==> images/m3.png <==
Bar = 20 um.
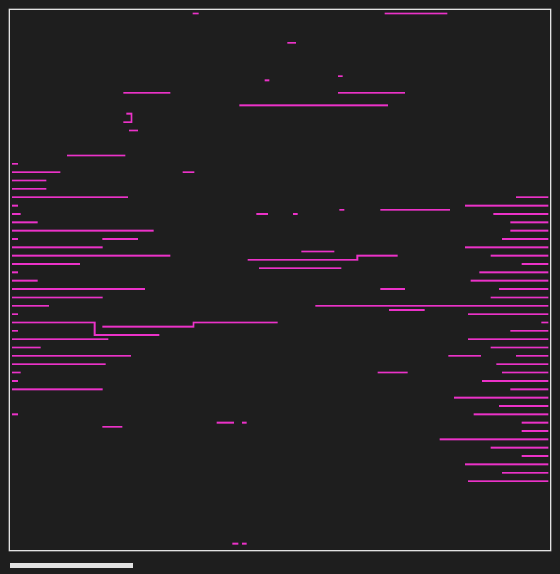
==> images/clock_nets.png <==
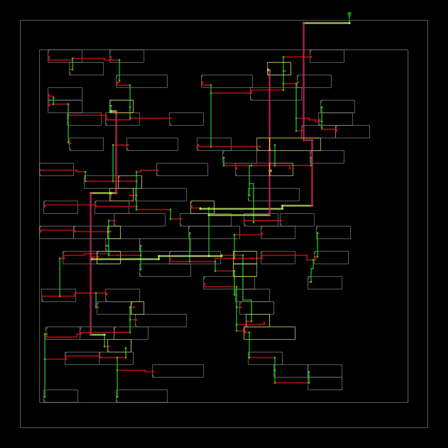
==> config.mk <==
export PLATFORM = sky130hd
export DESIGN_NAME = fbuf_arbiter_flat
export DESIGN_NICKNAME = d
export VERILOG_FILES = /design/src/rtl/fbuf_arbiter_if.sv /design/src/rtl/fbuf_arbiter.sv /design/src/flat_wrapper.sv
export SDC_FILE = /design/constraint.sdc
export NUM_CORES = 1
export LEC_CHECK = 0
export CAP_MARGIN = 20
export CORE_MARGIN = 4
export CORE_UTILIZATION = 50
export CTS_BUF_LIST = sky130_fd_sc_hd__clkbuf_2 sky130_fd_sc_hd__clkbuf_4 sky130_fd_sc_hd__clkbuf_8
export DETAILED_ROUTE_END_ITERATION = 8
export PLACE_DENSITY = 0.89
export SLEW_MARGIN = 20
export SYNTH_ARGS = -nofsm -noshare
export SYNTH_HDL_FRONTEND = slang
export SYNTH_SLANG_ARGS = --single-unit
export TNS_END_PERCENT = 10
==> constraint.sdc <==
create_clock -name clk -period 4.37 [get_ports clk]
set_input_delay 0.874 -clock clk [delete_from_list [all_inputs] [get_ports clk]]
set_output_delay 0.874 -clock clk [all_outputs]
set_load 0.01 [all_outputs]
==> src/rtl/fbuf_arbiter_if.sv <==
// CPU word/sprite port of the framebuffer arbiter.
// The CPU side (master) raises cpu_req with the operation fields and holds
// them until the arbiter (slave) answers with a one-cycle cpu_ack.
interface fbuf_arbiter_if #(
    parameter int ADDR_W = 9,
    parameter int DATA_W = 16
);
    logic              cpu_req;
    logic              cpu_we;
    logic              cpu_xor;
    logic [ADDR_W-1:0] cpu_addr;
    logic [DATA_W-1:0] cpu_wdata;
    logic              cpu_ack;
    logic [DATA_W-1:0] cpu_rdata;
    logic              cpu_collision;

    modport master (
        output cpu_req,
        output cpu_we,
        output cpu_xor,
        output cpu_addr,
        output cpu_wdata,
        input  cpu_ack,
        input  cpu_rdata,
        input  cpu_collision
    );

    modport slave (
        input  cpu_req,
        input  cpu_we,
        input  cpu_xor,
        input  cpu_addr,
        input  cpu_wdata,
        output cpu_ack,
        output cpu_rdata,
        output cpu_collision
    );
endinterface

==> src/rtl/fbuf_arbiter.sv <==
// Framebuffer RAM arbiter: shares one single-port synchronous RAM between
// display scanout (highest priority), a clear-screen engine and the CPU port.
// CPU XOR writes run as read-modify-write and report the Chip-8 collision flag.
// Optional build macro FBUF_STALL_COUNT_EN adds the stall_cycles counter port.
module fbuf_arbiter #(
    parameter int ADDR_W      = 9,
    parameter int DATA_W      = 16,
    parameter int CLEAR_WORDS = 512
) (
    input  logic              clk,
    input  logic              res,
    input  logic              disp_active,
    input  logic [ADDR_W-1:0] disp_addr,
    output logic [DATA_W-1:0] disp_data,
    input  logic              clr_req,
    output logic              clr_busy,
    fbuf_arbiter_if.slave     cpu,
    output logic [ADDR_W-1:0] ram_addr,
    output logic              ram_we,
    output logic [DATA_W-1:0] ram_wdata,
    input  logic [DATA_W-1:0] ram_rdata
`ifdef FBUF_STALL_COUNT_EN
    ,
    output logic [15:0]       stall_cycles
`endif
);

    // One extra bit so the clear counter can never wrap back to word 0.
    localparam int CNT_W = ADDR_W + 1;
    localparam logic [CNT_W-1:0] CNT_LAST = CNT_W'(CLEAR_WORDS - 1);

    typedef enum logic [2:0] {
        S_IDLE,
        S_RD,
        S_CAP,
        S_WR,
        S_ACK,
        S_CLR
    } state_t;

    state_t            state;
    state_t            state_nx;

    logic [CNT_W-1:0]  clr_cnt;
    logic              clr_pending;
    logic              xor_op;
    logic [DATA_W-1:0] wr_word_p1;
    logic              coll_p1;
    logic [DATA_W-1:0] rdata_q;
    logic              collision_q;
    logic              disp_vld_p1;
    logic [DATA_W-1:0] disp_hold_p1;

    logic              needs_bus;
    logic [ADDR_W-1:0] bus_addr;
    logic              bus_we;
    logic [DATA_W-1:0] bus_wdata;
    logic              clr_last;

`ifdef FBUF_STALL_COUNT_EN
    logic              stall;

    function automatic logic [15:0] sat_inc16(input logic [15:0] v);
        return (v == 16'hFFFF) ? v : v + 16'd1;
    endfunction
`endif

    assign clr_last = (clr_cnt == CNT_LAST);

    // Next-state decode and the engine-side RAM request for the current state.
    always_comb begin
        state_nx  = state;
        needs_bus = 1'b0;
        bus_addr  = '0;
        bus_we    = 1'b0;
        bus_wdata = '0;
        case (state)
            S_IDLE: begin
                // A clear always goes ahead of a CPU request arriving with it.
                if (clr_pending || clr_req) begin
                    state_nx = S_CLR;
                end else if (cpu.cpu_req) begin
                    if (!cpu.cpu_we || cpu.cpu_xor) begin
                        state_nx = S_RD;
                    end else begin
                        state_nx = S_WR;
                    end
                end
            end
            S_RD: begin
                needs_bus = 1'b1;
                bus_addr  = cpu.cpu_addr;
                if (!disp_active) begin
                    state_nx = S_CAP;
                end
            end
            S_CAP: begin
                state_nx = xor_op ? S_WR : S_ACK;
            end
            S_WR: begin
                needs_bus = 1'b1;
                bus_addr  = cpu.cpu_addr;
                bus_we    = 1'b1;
                bus_wdata = xor_op ? wr_word_p1 : cpu.cpu_wdata;
                if (!disp_active) begin
                    state_nx = S_ACK;
                end
            end
            S_ACK: begin
                state_nx = S_IDLE;
            end
            S_CLR: begin
                needs_bus = 1'b1;
                bus_addr  = clr_cnt[ADDR_W-1:0];
                bus_we    = 1'b1;
                bus_wdata = '0;
                // A fresh clr_req on the last word restarts the sweep instead.
                if (!disp_active && clr_last && !clr_req) begin
                    state_nx = S_IDLE;
                end
            end
            default: begin
                state_nx = S_IDLE;
            end
        endcase
    end

    // RAM port mux: the display owns the port outright whenever it is active.
    always_comb begin
        ram_addr  = bus_addr;
        ram_we    = bus_we;
        ram_wdata = bus_wdata;
        if (disp_active) begin
            ram_addr  = disp_addr;
            ram_we    = 1'b0;
            ram_wdata = '0;
        end
    end

    // State register; reset abandons any operation in flight.
    always_ff @(posedge clk) begin
        if (res) begin
            state <= S_IDLE;
        end else begin
            state <= state_nx;
        end
    end

    // Clear engine bookkeeping: pending flag and word counter.
    always_ff @(posedge clk) begin
        if (res) begin
            clr_pending <= 1'b0;
            clr_cnt     <= '0;
        end else if (clr_req) begin
            clr_pending <= 1'b1;
            clr_cnt     <= '0;
        end else if (state == S_CLR && !disp_active) begin
            if (clr_last) begin
                clr_pending <= 1'b0;
                clr_cnt     <= '0;
            end else begin
                clr_cnt <= clr_cnt + CNT_W'(1);
            end
        end
    end

    assign clr_busy = clr_pending;

    // Latch the kind of CPU operation while the request is being accepted.
    always_ff @(posedge clk) begin
        if (res) begin
            xor_op <= 1'b0;
        end else if (state == S_IDLE) begin
            xor_op <= cpu.cpu_we & cpu.cpu_xor;
        end
    end

    // --- stage p1: old word from RAM is available in CAP ---
    // Merge the XOR mask into the old word and precompute the collision bit.
    always_ff @(posedge clk) begin
        if (state == S_CAP) begin
            wr_word_p1 <= ram_rdata ^ cpu.cpu_wdata;
            coll_p1    <= |(ram_rdata & cpu.cpu_wdata);
        end
    end

    // CPU-visible results: read data in CAP, collision when an XOR write lands.
    always_ff @(posedge clk) begin
        if (res) begin
            rdata_q     <= '0;
            collision_q <= 1'b0;
        end else begin
            if (state == S_CAP) begin
                rdata_q <= ram_rdata;
            end
            if (state == S_WR && !disp_active && xor_op) begin
                collision_q <= coll_p1;
            end
        end
    end

    assign cpu.cpu_ack       = (state == S_ACK);
    assign cpu.cpu_rdata     = rdata_q;
    assign cpu.cpu_collision = collision_q;

    // --- stage p1: display read data returns one cycle after its address ---
    // Track display ownership and keep the last word it fetched.
    always_ff @(posedge clk) begin
        if (res) begin
            disp_vld_p1  <= 1'b0;
            disp_hold_p1 <= '0;
        end else begin
            disp_vld_p1 <= disp_active;
            if (disp_vld_p1) begin
                disp_hold_p1 <= ram_rdata;
            end
        end
    end

    // Pass RAM data straight through so display latency equals raw RAM latency.
    assign disp_data = disp_vld_p1 ? ram_rdata : disp_hold_p1;

`ifdef FBUF_STALL_COUNT_EN
    assign stall = needs_bus && disp_active;

    // Count cycles an engine waits for the display; saturates, restarts per clear.
    always_ff @(posedge clk) begin
        if (res || clr_req) begin
            stall_cycles <= '0;
        end else if (stall) begin
            stall_cycles <= sat_inc16(stall_cycles);
        end
    end
`else
    // Without the stall counter the bus-request flag has no consumer.
    logic unused_needs_bus;
    assign unused_needs_bus = needs_bus;
`endif

endmodule
==> src/flat_wrapper.sv <==
// flat-port wrapper written by rule: the top's interface ports become plain ports
module fbuf_arbiter_flat 
#(
    parameter int ADDR_W      = 9,
    parameter int DATA_W      = 16,
    parameter int CLEAR_WORDS = 512
)
  (clk, res, disp_active, disp_addr, disp_data, clr_req, clr_busy, ram_addr, ram_we, ram_wdata, ram_rdata, cpu_cpu_req, cpu_cpu_we, cpu_cpu_xor, cpu_cpu_addr, cpu_cpu_wdata, cpu_cpu_ack, cpu_cpu_rdata, cpu_cpu_collision);
  fbuf_arbiter_if #(.ADDR_W(ADDR_W), .DATA_W(DATA_W)) cpu_i ();
  input  logic clk;
  input  logic res;
  input  logic disp_active;
  input  logic [ADDR_W-1:0] disp_addr;
  output logic [DATA_W-1:0] disp_data;
  input  logic clr_req;
  output logic clr_busy;
  output logic [ADDR_W-1:0] ram_addr;
  output logic ram_we;
  output logic [DATA_W-1:0] ram_wdata;
  input  logic [DATA_W-1:0] ram_rdata;
  input wire logic [$bits(cpu_i.cpu_req)-1:0] cpu_cpu_req;
  input wire logic [$bits(cpu_i.cpu_we)-1:0] cpu_cpu_we;
  input wire logic [$bits(cpu_i.cpu_xor)-1:0] cpu_cpu_xor;
  input wire logic [$bits(cpu_i.cpu_addr)-1:0] cpu_cpu_addr;
  input wire logic [$bits(cpu_i.cpu_wdata)-1:0] cpu_cpu_wdata;
  output wire logic [$bits(cpu_i.cpu_ack)-1:0] cpu_cpu_ack;
  output wire logic [$bits(cpu_i.cpu_rdata)-1:0] cpu_cpu_rdata;
  output wire logic [$bits(cpu_i.cpu_collision)-1:0] cpu_cpu_collision;
  assign cpu_i.cpu_req = cpu_cpu_req;
  assign cpu_i.cpu_we = cpu_cpu_we;
  assign cpu_i.cpu_xor = cpu_cpu_xor;
  assign cpu_i.cpu_addr = cpu_cpu_addr;
  assign cpu_i.cpu_wdata = cpu_cpu_wdata;
  assign cpu_cpu_ack = cpu_i.cpu_ack;
  assign cpu_cpu_rdata = cpu_i.cpu_rdata;
  assign cpu_cpu_collision = cpu_i.cpu_collision;
  fbuf_arbiter #(.ADDR_W(ADDR_W), .DATA_W(DATA_W), .CLEAR_WORDS(CLEAR_WORDS)) u_core (.clk(clk), .res(res), .disp_active(disp_active), .disp_addr(disp_addr), .disp_data(disp_data), .clr_req(clr_req), .clr_busy(clr_busy), .cpu(cpu_i), .ram_addr(ram_addr), .ram_we(ram_we), .ram_wdata(ram_wdata), .ram_rdata(ram_rdata));
endmodule
==> results.sh <==
# yosys + openroad results
export IMPL_status="complete, no violations"
export IMPL_layout_nets=503
export IMPL_setup_tns_ns=0
export IMPL_power_top_group="registers"
export IMPL_ant_nets=0
export IMPL_place_gp_congestion=0.834
export IMPL_die_w_um=88.0
export IMPL_nNonClkInverters=4
export IMPL_final_common_cell="clkdlybuf4s50_1"
export IMPL_xor_share_pct=2.19
export IMPL_seq_cell_power_mw=0.721
export IMPL_syn_to_final_growth_pct=44.0
export IMPL_r2r_end="u_core.cpu.cpu_rdata[9]$_SDFFE_PP0N_"
export IMPL_cp_data_required_time_ns=3.50
export IMPL_viasPerCell=5.47
export IMPL_io_buffers=117
export IMPL_grt_pass1_vias=2850
export IMPL_power_switching_mw=0.415
export IMPL_ctsHoldBuffers=0
export IMPL_finalHoldViolCount=0
export IMPL_leakage_nw=1.70
export IMPL_clkTransAtPathRegs_ns=0.07
export IMPL_worstPathMaxFanout=18
export IMPL_die_area_um2=7740
export IMPL_worst_pin_slew_ns=1.04
export IMPL_powerClk_mw=0.593
export IMPL_total_power_mw=1.65
export IMPL_finalCriticalPeriod_ns=3.84
export IMPL_switching_share_pct=25.2
export IMPL_critPathKind="in -> out"
export IMPL_clk_share_pct=5.08
export IMPL_fp_util_pct=52.7
export IMPL_root_buffer="clkbuf_8"
export IMPL_reg2reg_setup_slack_ns=1.99
export IMPL_drt_pass1_iterations=4
export IMPL_diodes=0
export IMPL_grt_pass1_wl_um=13700
export IMPL_ys_sh_aoi_pct=9.24
export IMPL_comb_power_share_pct=20.3
export IMPL_drt_iter0_drc=126
export IMPL_timing_hold_ws_ns=0.455
export IMPL_synth_area_um2=3200
export IMPL_wl_per_cell_um=17.0
export IMPL_tritoncts="built"
export IMPL_synthTopCellsByCount="dfxtp_1, nand2_1, nor2_1"
export IMPL_clk_path_buf_depth=2
export IMPL_grt_remaining_overflow=0
export IMPL_post_cts_buffers=0
export IMPL_final_area_um2=4600
export IMPL_yosysUniqueCellTypes=44
Back to the opening pictures, m3.png:
share of all routed wire = 9.0%
wire length on this layer = 783 um
main direction = horizontal
longest straight run = 37.7 um
GR Layer Usage met3: 7.24%
DR vias: 2784
Final Routed Wirelength: 8670 um

Back to the opening pictures, clock_nets.png:
Late-Pin Clk Latency: 0.34 ns
TritonCTS Buffers: 9
layout clock buffer count: 14
CTS Sinks: 66
skew final: 0.00753 ns

layer usage:
layer | GRT usage, % | part of all wire, % | up-vias
met3 | 7.24 | 9.0 | 20
met4 | 12.1 | 2.7 | 0
li1 | - | - | 1363
met2 | 39.9 | 50 | 112
met5 | 0 | 0 | -
met1 | 25.6 | 39 | 1289
registers in the layout (all words and copies together) (netlist names):
signal	flops
u_core.wr_word_p1	16
u_core.disp_vld_p1	1
u_core.cpu.cpu_rdata	16
u_core.coll_p1	1
u_core.clr_busy	1
u_core.disp_hold_p1	16
u_core.cpu.cpu_collision	1
u_core.clr_cnt	10
u_core.state	3
u_core.xor_op	1
